==> config.mk <==
export PLATFORM = sky130hd
export DESIGN_NAME = bit_serializer
export DESIGN_NICKNAME = d
export VERILOG_FILES = /design/src/rtl/bit_serializer.sv
export SDC_FILE = /design/constraint.sdc
export NUM_CORES = 1
export LEC_CHECK = 0
export CAP_MARGIN = 10
export CORE_MARGIN = 1
export CORE_UTILIZATION = 35
export DETAILED_ROUTE_END_ITERATION = 8
export PLACE_DENSITY = 0.71
export REMOVE_ABC_BUFFERS = 1
export SKIP_LAST_GASP = 1
export SLEW_MARGIN = 20
export SYNTH_ARGS = -nofsm -noshare
export SYNTH_HDL_FRONTEND = slang
export SYNTH_SLANG_ARGS = --single-unit
==> constraint.sdc <==
create_clock -name ck -period 2.2 [get_ports ck]
set_input_delay 0.44 -clock ck [delete_from_list [all_inputs] [get_ports ck]]
set_output_delay 0.44 -clock ck [all_outputs]
set_load 0.01 [all_outputs]
### The metal 1 layer, run 1

The bar under the picture is 20 um long.
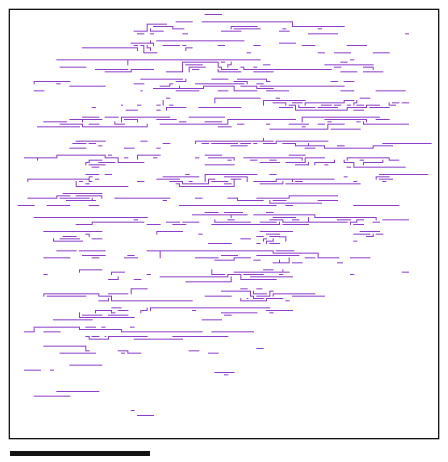
wire length on this layer: 1390 um
main direction: horizontal
share of all routed wire: 41%
routed vias: 1206
Post-Route WL: 3.43 mm

### Signal wires on met2, run 1

The bar under the picture is 20 um long.
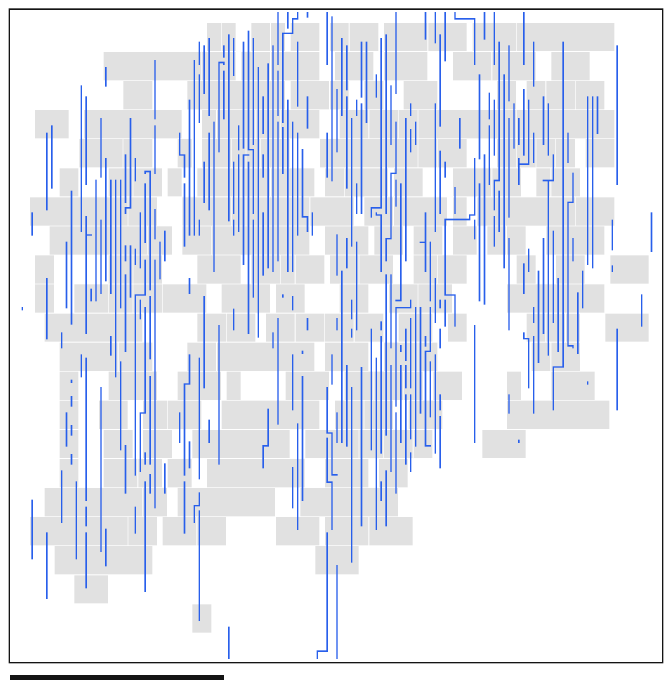
share of all routed wire: 54%
nets with wire on the layer: 190
longest straight run: 30.4 um
wire length on this layer: 1860 um
main direction: vertical
met2 global-route usage: 33.1%

### The metal 3 layer, run 1

The bar under the picture is 20 um long.
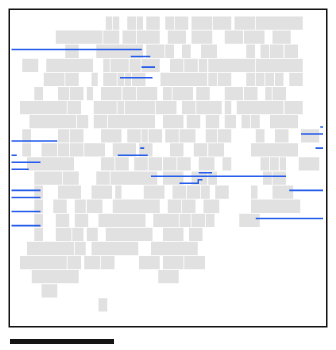
longest straight run: 25.8 um
main direction: horizontal
met3 Resource Use GR: 2.77%

==> results.toml, run 1 <==
# implementation run metrics
[global_routing]
grt_pass1_wl_mm = 5.08
track_usage_pct = 18.5
antenna_found_initial = 0

[synth]
ys.flops = 23
top_cell_area_share_pct = 45.2
synth-edff-count = 0
ys_cells = 119
syn_area_per_cell_um2 = 10.2
topCellsByArea = "dfrtn_1 45%, a21oi_1 4.9%, xnor2_1 4.3%"
top_area_cell = "dfrtn_1"

[timing]
worstMarginPinSlew_ns = 0.302
slew_viol_final = 0
fin_ws_ns = -0.978
setup_violations = 19
max-slew-margin-rel_pct = 79.6

[critical_path]
reg2reg_slack_ns = 0.31
crit_required_ns = 1.76
cp.arrival_ns = 2.74
cp_max_fo = 2

[clock_network]
insertion_delay_ns = 0.37
cts_sinks = 23
root_buffer = "clkbuf_4"
post_cts_buffers = 11

[route]
met2_length_mm = 1.86
wl_met3_um = 137
dr.max_layer_used = "met4"

[placed_design]
dp_cells = 216
hpwl_mm = 2.44

[hold_path]
hold_class = "flip-flop to flip-flop"

[status]
violations = "negative setup slack"
outcome = "complete, but fails checks"

[layout]
fillers = 325
lay_top_cells = "36 x buf_4, 22 x dfrtn_1, 21 x buf_6"
post-route-util_pct = 57.7
finalNonFillerCells = 236
area_growth_pct = 57.9

[power]
power_leader = "sequential cells"

[floorplanning]
die-area_um2 = 3720
==> run 1: cell families after synthesis <==
| group | Yosys count | share of synthesized area, % |
|---|---|---|
| mux | 4 | 3.39 |
| fa+ha+maj | 3 | 3.08 |
| buf+inv | 13 | 5.03 |
| compound gates | 26 | 13.6 |
| flops | 23 | 47.3 |
| xor+xnor | 7 | 5.03 |
| simple gates | 43 | 22.6 |
==> run 1: cell type report <==
cell class,count,area share (%)
Multi-Input combinational cell,83,30.9
Inverter,3,0.585
Sequential cell,23,30.0
Tap cell,46,2.99
Clock inverter,1,0.195
Timing Repair Buffer,76,34.0
Clock buffer,4,1.37
==> run 1: worst max-delay path, cell delays in order, from the launching register on <==
cell     delay, ns
dfrtn_1       0.36
or4b_4        0.54
o21a_1        0.20
nor2_1        0.10
buf_2         0.14
### Routing congestion, run 1

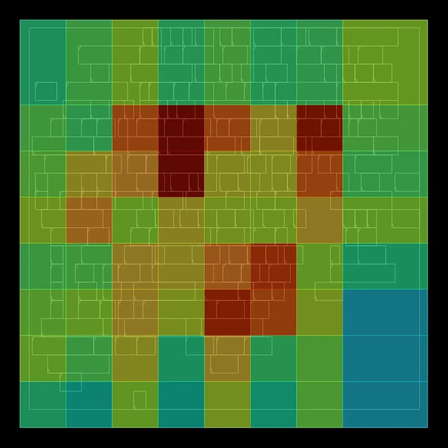

==> run 1 -> run 2 <==
--- a/config.mk
+++ b/config.mk
@@ -9,6 +9,7 @@
 export CORE_MARGIN = 1
 export CORE_UTILIZATION = 35
 export DETAILED_ROUTE_END_ITERATION = 8
+export MAX_ROUTING_LAYER = met4
 export PLACE_DENSITY = 0.71
 export REMOVE_ABC_BUFFERS = 1
 export SKIP_LAST_GASP = 1
### Routing congestion, run 2

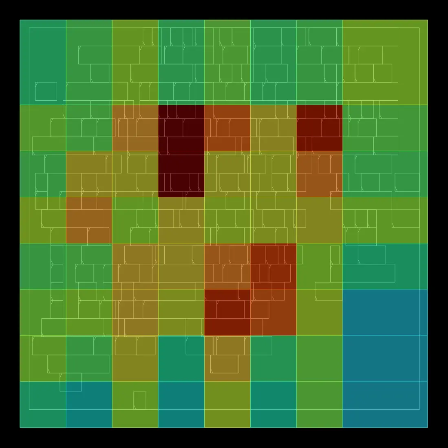
GRT busiest layer: met2
met1 Use GR: 21.9%
Overall Global Routing Usage: 19.1%
WL per Instance: 14.6 um

==> results.toml, run 2 <==
# implementation run metrics
[status]
outcome = "complete, but fails checks"
violations = "negative setup slack"

[synth]
adder_share_pct = 3.08
aoi_share_pct = 13.6
ys_cells = 119
ys_sh_simple_pct = 22.6
synth-edff-count = 0
ys.flops = 23
top_cell_area_share_pct = 45.2
syn_area_per_cell_um2 = 10.2
mux_area_share_pct = 3.39
logic_family = "simple AND/OR/NAND/NOR gates"
top_area_cell = "dfrtn_1"

[critical_path]
worst_path_max_delay_cell = "or4b_4"
crit_family = "simple AND/OR/NAND/NOR gates"
crit_required_ns = 1.76
cp.arrival_ns = 2.75
path_buffers = 1
max_stage_delay_ns = 0.54
reg2reg_slack_ns = 0.31
path_cells = "or4b_4 -> o21a_1 -> nor2_1 -> buf_2"

[hold_path]
hold_class = "flip-flop to flip-flop"

[global_routing]
antenna_found_initial = 0
grt_pass1_wl_mm = 5.09

[timing]
slew_viol_final = 0
fin_ws_ns = -0.994
worstMarginPinSlew_ns = 0.301
setup_violations = 19

[power]
power_leader = "sequential cells"

[layout]
lay_top_cells = "36 x buf_4, 22 x dfrtn_1, 21 x buf_6"
area_growth_pct = 57.9
post-route-util_pct = 57.7
fillers = 325

[route]
vias = 1220

[placed_design]
hpwl_mm = 2.44

[clock_network]
post_cts_buffers = 11
==> run 2: cell counts in the layout (fill, tap and decap cells not counted) <==
No cell type changed its count.
==> run 2: metrics by stage <==
step | setup WS (ns) | std cells
2_1_floorplan | -0.860 | 110
3_3_place_gp | -1.03 | 216
3_5_place_dp | -1.05 | 216
4_1_cts | -0.987 | 230
5_1_grt | -1.04 | 236
6_report | -0.994 | 236
==> run 2: cell type report <==
cell class | instances | share of cell area, %
well taps | 46 | 2.99
inverters | 3 | 0.585
flip-flops and latches | 23 | 30.0
clock inverters | 1 | 0.195
multi-input cells | 83 | 30.9
clock buffers | 4 | 1.37
repair buffers | 76 | 34.0
==> run 2: layer usage <==
layer / track usage [%] / routed length (um)
met1: 21.9 / 1430
met2: 33.1 / 1850
met3: 2.56 / 114
met4: 8.44 / 44
met5: - / 0
